Met1 routing:
The bar under the picture is 20 µm long.
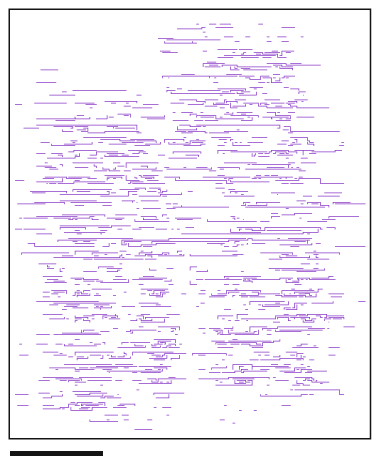
Signal wires on met2:
The bar under the picture is 20 µm long.
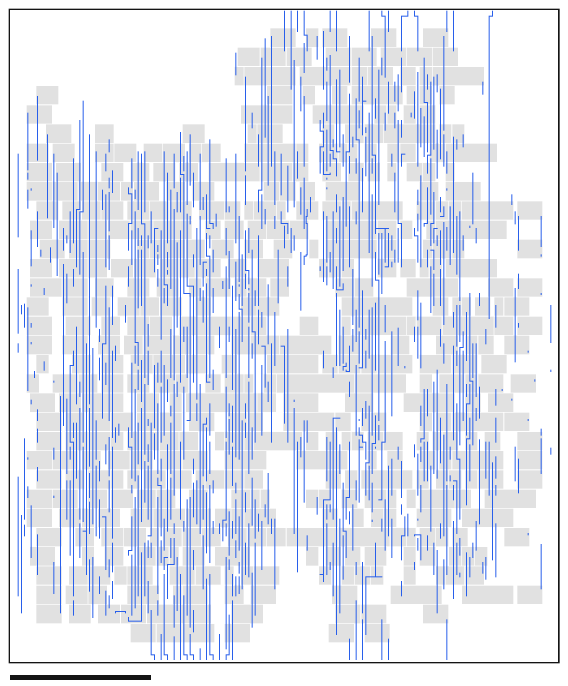
Signal wires on met3:
The bar under the picture is 20 µm long.
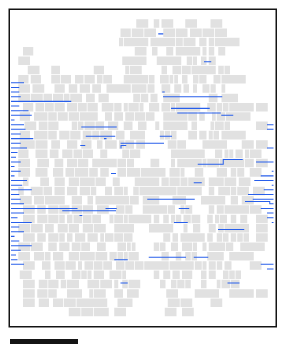
Local utilization:
The die is cut into 8 by 9 equal tiles; white is low, dark blue is high, 0 to 100% covered.
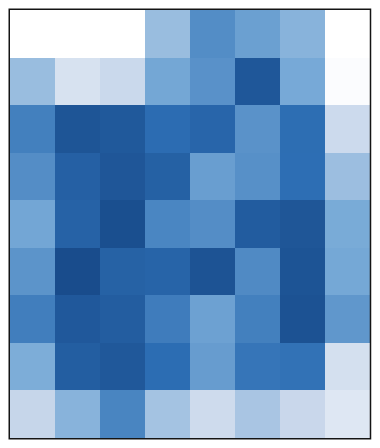
$ cat src/rtl/dual_issue_ctrl_pkg.sv
`default_nettype none
// ============================================================================
// Module   : dual_issue_ctrl_pkg
// Brief    : Opcodes, decoded-instruction layout and op classification helpers
// Revision : 1.0 - initial release
// ============================================================================
package dual_issue_ctrl_pkg;

    localparam logic [6:0] OP_R      = 7'b0110011;
    localparam logic [6:0] OP_I      = 7'b0010011;
    localparam logic [6:0] OP_LOAD   = 7'b0000011;
    localparam logic [6:0] OP_STORE  = 7'b0100011;
    localparam logic [6:0] OP_BRANCH = 7'b1100011;
    localparam logic [6:0] OP_JAL    = 7'b1101111;
    localparam logic [6:0] OP_JALR   = 7'b1100111;
    localparam logic [6:0] OP_LUI    = 7'b0110111;
    localparam logic [6:0] OP_AUIPC  = 7'b0010111;

    typedef struct packed {
        logic [6:0] op;
        logic [4:0] rd;
        logic [4:0] rs1;
        logic [4:0] rs2;
    } decoder_t;

    localparam int INSTR_W = $bits(decoder_t);

    typedef enum logic {PAIR, SPLIT} issue_st_e;

    function automatic logic writes_rd(input logic [6:0] op);
        case (op)
            OP_R, OP_I, OP_LOAD, OP_JAL, OP_JALR, OP_LUI, OP_AUIPC: return 1'b1;
            default:                                                return 1'b0;
        endcase
    endfunction

    function automatic logic reads_rs1(input logic [6:0] op);
        case (op)
            OP_R, OP_I, OP_LOAD, OP_STORE, OP_BRANCH, OP_JALR: return 1'b1;
            default:                                           return 1'b0;
        endcase
    endfunction

    function automatic logic reads_rs2(input logic [6:0] op);
        case (op)
            OP_R, OP_STORE, OP_BRANCH: return 1'b1;
            default:                   return 1'b0;
        endcase
    endfunction

    function automatic logic is_mem(input logic [6:0] op);
        return (op == OP_LOAD) || (op == OP_STORE);
    endfunction

    function automatic logic is_ctl(input logic [6:0] op);
        return (op == OP_BRANCH) || (op == OP_JAL) || (op == OP_JALR);
    endfunction

    function automatic string issue_st_to_string(input issue_st_e s);
        return (s == SPLIT) ? "SPLIT" : "PAIR";
    endfunction

endpackage
`default_nettype wire

$ cat src/rtl/dual_issue_ctrl_dep_match.sv
`default_nettype none
// ============================================================================
// Module   : dual_issue_ctrl_dep_match
// Brief    : Flags a consumer source register that matches a producer's rd
// Revision : 1.0 - initial release
// ============================================================================
module dual_issue_ctrl_dep_match
    import dual_issue_ctrl_pkg::*;
(
    input  logic [6:0] i_op,
    input  logic [4:0] i_rs1,
    input  logic [4:0] i_rs2,
    input  logic [4:0] i_prod_rd,
    input  logic       i_prod_wr,
    output logic       o_hit
);

    logic w_rs1_hit;
    logic w_rs2_hit;

    assign w_rs1_hit = reads_rs1(i_op) && (i_rs1 == i_prod_rd);
    assign w_rs2_hit = reads_rs2(i_op) && (i_rs2 == i_prod_rd);
    // x0 is hard-wired zero, so it never carries a dependency
    assign o_hit     = i_prod_wr && (i_prod_rd != 5'd0) && (w_rs1_hit || w_rs2_hit);

endmodule
`default_nettype wire

$ cat src/rtl/dual_issue_ctrl.sv
`default_nettype none
// ============================================================================
// Module   : dual_issue_ctrl
// Brief    : Dual-issue scheduler between ID and ID_EX with split/stall control
// Revision : 1.0 - initial release
// ============================================================================
module dual_issue_ctrl
    import dual_issue_ctrl_pkg::*;
#(
    parameter int MEM_PORTS = 1,
    parameter int CNT_W     = 16
) (
    input  logic               clk,
    input  logic               rst,
    input  logic               id_valid,
    input  logic               flush,
    input  logic [INSTR_W-1:0] id_A,
    input  logic [INSTR_W-1:0] id_B,
    input  logic [4:0]         ex_A_rd,
    input  logic               ex_A_load,
    input  logic [4:0]         ex_B_rd,
    input  logic               ex_B_load,
    output logic               issue_A,
    output logic               issue_B,
    output logic               hold_ifid,
    output logic               split_st,
    output logic [CNT_W-1:0]   stall_cnt,
    output logic [CNT_W-1:0]   split_cnt
);

    localparam logic             c_ONE_PORT = (MEM_PORTS == 1);
    localparam logic [CNT_W-1:0] c_CNT_ONE  = {{(CNT_W-1){1'b0}}, 1'b1};
    localparam logic [CNT_W-1:0] c_CNT_MAX  = {CNT_W{1'b1}};

    decoder_t   w_a;
    decoder_t   w_b;
    logic       w_unused_b_rd;
    logic [6:0] w_op  [2];
    logic [4:0] w_rs1 [2];
    logic [4:0] w_rs2 [2];
    logic [4:0] w_ex_rd [2];
    logic       w_ex_ld [2];
    logic [3:0] w_lu_hit;
    logic       w_lu_a, w_lu_b, w_raw, w_memc, w_ctl;

    issue_st_e        r_state;
    logic [CNT_W-1:0] r_stall_cnt;
    logic [CNT_W-1:0] r_split_cnt;

    issue_st_e w_nxt;
    logic      w_issue_a, w_issue_b, w_hold, w_split_inc, w_stall_inc;

    assign w_a           = id_A;
    assign w_b           = id_B;
    assign w_unused_b_rd = ^w_b.rd;

    assign w_op[0]    = w_a.op;
    assign w_op[1]    = w_b.op;
    assign w_rs1[0]   = w_a.rs1;
    assign w_rs1[1]   = w_b.rs1;
    assign w_rs2[0]   = w_a.rs2;
    assign w_rs2[1]   = w_b.rs2;
    assign w_ex_rd[0] = ex_A_rd;
    assign w_ex_rd[1] = ex_B_rd;
    assign w_ex_ld[0] = ex_A_load;
    assign w_ex_ld[1] = ex_B_load;

    // Load-use: each ID lane against each ID_EX lane holding a load
    for (genvar c = 0; c < 2; c++) begin : g_cons
        for (genvar p = 0; p < 2; p++) begin : g_prod
            dual_issue_ctrl_dep_match u_lu (
                .i_op      (w_op[c]),
                .i_rs1     (w_rs1[c]),
                .i_rs2     (w_rs2[c]),
                .i_prod_rd (w_ex_rd[p]),
                .i_prod_wr (w_ex_ld[p]),
                .o_hit     (w_lu_hit[c*2+p])
            );
        end
    end

    dual_issue_ctrl_dep_match u_raw (
        .i_op      (w_b.op),
        .i_rs1     (w_b.rs1),
        .i_rs2     (w_b.rs2),
        .i_prod_rd (w_a.rd),
        .i_prod_wr (writes_rd(w_a.op)),
        .o_hit     (w_raw)
    );

    assign w_lu_a = |w_lu_hit[1:0];
    assign w_lu_b = |w_lu_hit[3:2];
    assign w_memc = c_ONE_PORT && is_mem(w_a.op) && is_mem(w_b.op);
    assign w_ctl  = is_ctl(w_a.op);

    always_comb begin
        w_issue_a   = 1'b0;
        w_issue_b   = 1'b0;
        w_hold      = 1'b0;
        w_split_inc = 1'b0;
        w_nxt       = r_state;
        // IF/ID is frozen in SPLIT, so losing id_valid there is a squash
        if (rst || flush || (r_state == SPLIT && !id_valid)) begin
            w_nxt = PAIR;
        end else if (r_state == PAIR) begin
            if (id_valid) begin
                if (w_lu_a) begin
                    w_hold = 1'b1;
                end else if (w_raw || w_memc || w_ctl || w_lu_b) begin
                    w_issue_a   = 1'b1;
                    w_hold      = 1'b1;
                    w_split_inc = 1'b1;
                    w_nxt       = SPLIT;
                end else begin
                    w_issue_a = 1'b1;
                    w_issue_b = 1'b1;
                end
            end
        end else begin
            if (w_lu_b) begin
                w_hold = 1'b1;
            end else begin
                w_issue_b = 1'b1;
                w_nxt     = PAIR;
            end
        end
    end

    assign w_stall_inc = w_hold && !w_issue_a && !w_issue_b;

    always_ff @(posedge clk) begin
        if (rst) begin
            r_state     <= PAIR;
            r_stall_cnt <= '0;
            r_split_cnt <= '0;
        end else begin
            r_state <= w_nxt;
            if (w_stall_inc && (r_stall_cnt != c_CNT_MAX)) begin
                r_stall_cnt <= r_stall_cnt + c_CNT_ONE;
            end
            if (w_split_inc && (r_split_cnt != c_CNT_MAX)) begin
                r_split_cnt <= r_split_cnt + c_CNT_ONE;
            end
        end
    end

    assign issue_A   = w_issue_a;
    assign issue_B   = w_issue_b;
    assign hold_ifid = w_hold;
    assign split_st  = !rst && (r_state == SPLIT);
    assign stall_cnt = r_stall_cnt;
    assign split_cnt = r_split_cnt;

endmodule
`default_nettype wire
$ cat config.mk
export PLATFORM = sky130hd
export DESIGN_NAME = dual_issue_ctrl
export DESIGN_NICKNAME = d
export VERILOG_FILES = /design/src/rtl/dual_issue_ctrl_pkg.sv /design/src/rtl/dual_issue_ctrl_dep_match.sv /design/src/rtl/dual_issue_ctrl.sv
export SDC_FILE = /design/constraint.sdc
export NUM_CORES = 1
export LEC_CHECK = 0
export ABC_CLOCK_PERIOD_IN_PS = 3150
export CAP_MARGIN = 20
export CORE_ASPECT_RATIO = 1.2
export CORE_MARGIN = 2
export CORE_UTILIZATION = 40
export DETAILED_ROUTE_END_ITERATION = 8
export PLACE_DENSITY = 0.77
export SETUP_SLACK_MARGIN = 0.02
export SYNTH_ARGS = -nofsm -noshare
export SYNTH_HDL_FRONTEND = slang
export SYNTH_SLANG_ARGS = --single-unit
$ cat constraint.sdc
create_clock -name clk -period 3.15 [get_ports clk]
set_clock_uncertainty 0.1 [all_clocks]
set_input_delay 0.4725 -clock clk [delete_from_list [all_inputs] [get_ports clk]]
set_output_delay 0.4725 -clock clk [all_outputs]
set_load 0.005 [all_outputs]
==> summary.txt <==
Min Hold Slack = 405.8 ps
Cycle use final = 98.06%
Most frequent cells in the layout = 77 x clkdlybuf4s50_1, 62 x buf_4, 33 x dfxtp_1, 31 x xor2_1, 28 x a21oi_1
Root buffer cell = clkbuf_8
Yosys simple share = 30.17%
Yosys cell count = 328
Synth top cells by count = 33 x dfxtp_1, 31 x xor2_1, 30 x a21oi_1
Wl on met1 = 3.087 mm
Met3 WL post-DR = 372 µm
Setup tns final = 0 ps
Drt via density = 5.449
Yosys stat area = 2600 µm²
Dominant kind of combinational cell = simple AND/OR/NAND/NOR gates
Commonest non-fill, non-tap cell in the layout = clkdlybuf4s50_1
Sequential Power = 417 µW
FP Util = 40.84%
Rows = 32
Pwr Density = 259.4 nW/µm²
Combinational power = 263 µW
Outcome = complete, no violations
Worst Setup Start Kind = input port
Num CTS Buffers = 5
Synth unique cells = 54
Switching power = 265.1 µW
AO/OA Area Share = 19.01%
Met2 Use GR = 43.18%
Switching part of the total power = 24.30%
Post-route cell area = 4205 µm²
1st-pass router iterations = 4
CTS tree = built
Detail Route Antenna Nets = 0
Power Internal = 825.8 µW
Max VDD drop = 0.2363 mV
Clk power = 411 µW
Final setup viols = 0
Max FO, Critical Path = 2
Gr busiest metal = met2
WL per Instance = 14.37 µm
Highest metal used = met4
Slew HR = 72.30%
Pins Over Slew Limit = 0
Core Footprint = 6366 µm²
Height of the die = 92.32 µm
Final hold vios = 0
Layout cells sized above 1 = 21.40%
Mux share = 1.203%
Worst EP required = 2580 ps
Biggest area cells = dfxtp_1 25%, xor2_1 10%, xnor2_1 8.1%, a21oi_1 5.8%, or3_1 4.1%
H-tree levels = 2
WS Path Type = input port to output port
Top cell area share = 25.41%
Cell taking the most area after synthesis = dfxtp_1
Largest net degree at the start of global routing = 35
Synth Net Count = 390
EDFF count, synth = 0
Mean Syn Cell Area = 7.927 µm²
Arrival @ worst endpoint = 2520 ps
Commonest flop = dfxtp_1
Clock power frac = 37.6%
Clk pin slew, worst setup/hold paths = 70 ps
Seq cells post-synth = 33
Die width = 77.60 µm
Clock sink count = 33
Max Cap Viol = 0
Logic gate share of total power = 24.1%
Crit end category = output port
Warnings, synthesis = 0
Total congestion overflow = 0
Max Clock Freq = 0.3237 GHz
GRT Overall Usage = 22.28%
Count of tool warnings = 31
DRT iter0 DRCs = 168
Synth-to-layout area growth = 61.74%
Worst slew pin tran = 411.1 ps
Routability Congestion = 0.9342
Synth Seq Share = 25.41%
Initial antenna violation count = 0
Main power group = registers
XOR/XNOR Fraction of Synth Area = 18.53%
HPWL Detailed = 6.300 mm
Yosys top cell by instances = dfxtp_1
Fin nets = 533
Io pins = 96
Fa+ha+maj area frac = 0.9625%
R2R setup slack = 720 ps
First-pass GRT wire length = 13.03 mm
N_diodes = 0
Cells after Synth = 328
LEAKAGE = 1.595 nW
Vias in the first global route = 2952
Residual DRC = 0
WL met2 = 4.428 mm
Sequential share of power = 38.3%
Hold Path Class = flop to flop
Placed inst area = 3951 µm²
Synthesized area = 2600 µm²
Chip area = 7163 µm²
Latency at later pin = 280 ps
Port Buf Inserts = 90
Max clock buf depth = 2
FFs w/ async S/R, synth = 0%
Tmin final = 3089 ps
Notes on 'met1 routing' above:
nets with wire on the layer: 459
wire length on this layer: 3090 µm
share of all routed wire: 39%
final wirelength: 8.004 mm
M1 GR Usage: 24.07%
via count: 3035

Notes on 'signal wires on met2' above:
longest straight run: 42.8 µm
share of all routed wire: 55%
wire length on this layer: 4430 µm

Notes on 'signal wires on met3' above:
share of all routed wire: 4.7%
longest straight run: 19.1 µm
GR Layer Usage met3: 3.216%

Notes on 'local utilization' above:
nearly empty tiles: 6.9%
mean over tiles: 57%
fullest tile: 89%
emptiest ninth of the die: upper left

-- cell families after synthesis --
logic type               Yosys count
AND/OR/NAND/NOR                  139
multiplexers                       3
flip-flops                        33
AND-OR/OR-AND                     75
buffers and inverters             21
XOR/XNOR                          55
adder cells (fa/ha/maj)            2
-- stage by stage --
stage	std cells	setup WS [ps]	utilization [%]	power [mW]
after CTS	556	37.86	64.98	1.094
after global routing	557	-70.97	66.06	1.139
after global placement	544	-402.6	62.07	0.6668
after floorplan	328	328.6	-	0.5251
final	557	61.00	66.06	1.091
after detailed placement	544	-469.8	62.07	0.6750
-- cell type report --
class | instances | area [µm²]
inverters | 3 | 11.26
well taps | 85 | 106.4
fillers | 545 | 2161
clock inverters | 1 | 30.03
repair buffers | 154 | 1386
multi-input cells | 274 | 1924
clock buffers | 7 | 86.33
flip-flops and latches | 33 | 660.6
-- critical path, cell delays in order --
cell           delay, ps
dlygate4sd2_1        250
or4_1                530
o21ai_2              180
buf_4                140
or4_4                110
a21oi_2               40
a311o_4              320
o21bai_4             180
and2_4               170
buf_2                120
-- repair_timing --
| action | 4_1_cts | 5_1_grt |
|---|---|---|
| hold buffers | 0 | 0 |
| gates resized | 25 | 15 |
| pin swaps | 9 | 13 |
| setup endpoints to repair | 6 | 3 |
| buffers inserted | 4 | 1 |
-- worst paths after layout --
check                            start                    endpoint  cells past startpoint
min          stall_cnt[8]$_SDFFE_PP0P_   stall_cnt[8]$_SDFFE_PP0P_                      2
max                         ex_B_rd[3]                   hold_ifid                     10
min reg2reg  stall_cnt[8]$_SDFFE_PP0P_   stall_cnt[8]$_SDFFE_PP0P_                      2
max reg2reg  split_cnt[0]$_SDFFE_PP0P_  split_cnt[15]$_SDFFE_PP0P_                      9
-- registers in the layout (all words and copies together) (netlist names) --
register,count
r_state,1
split_cnt,16
stall_cnt,16
Power is estimated from default activity; no workload was simulated.
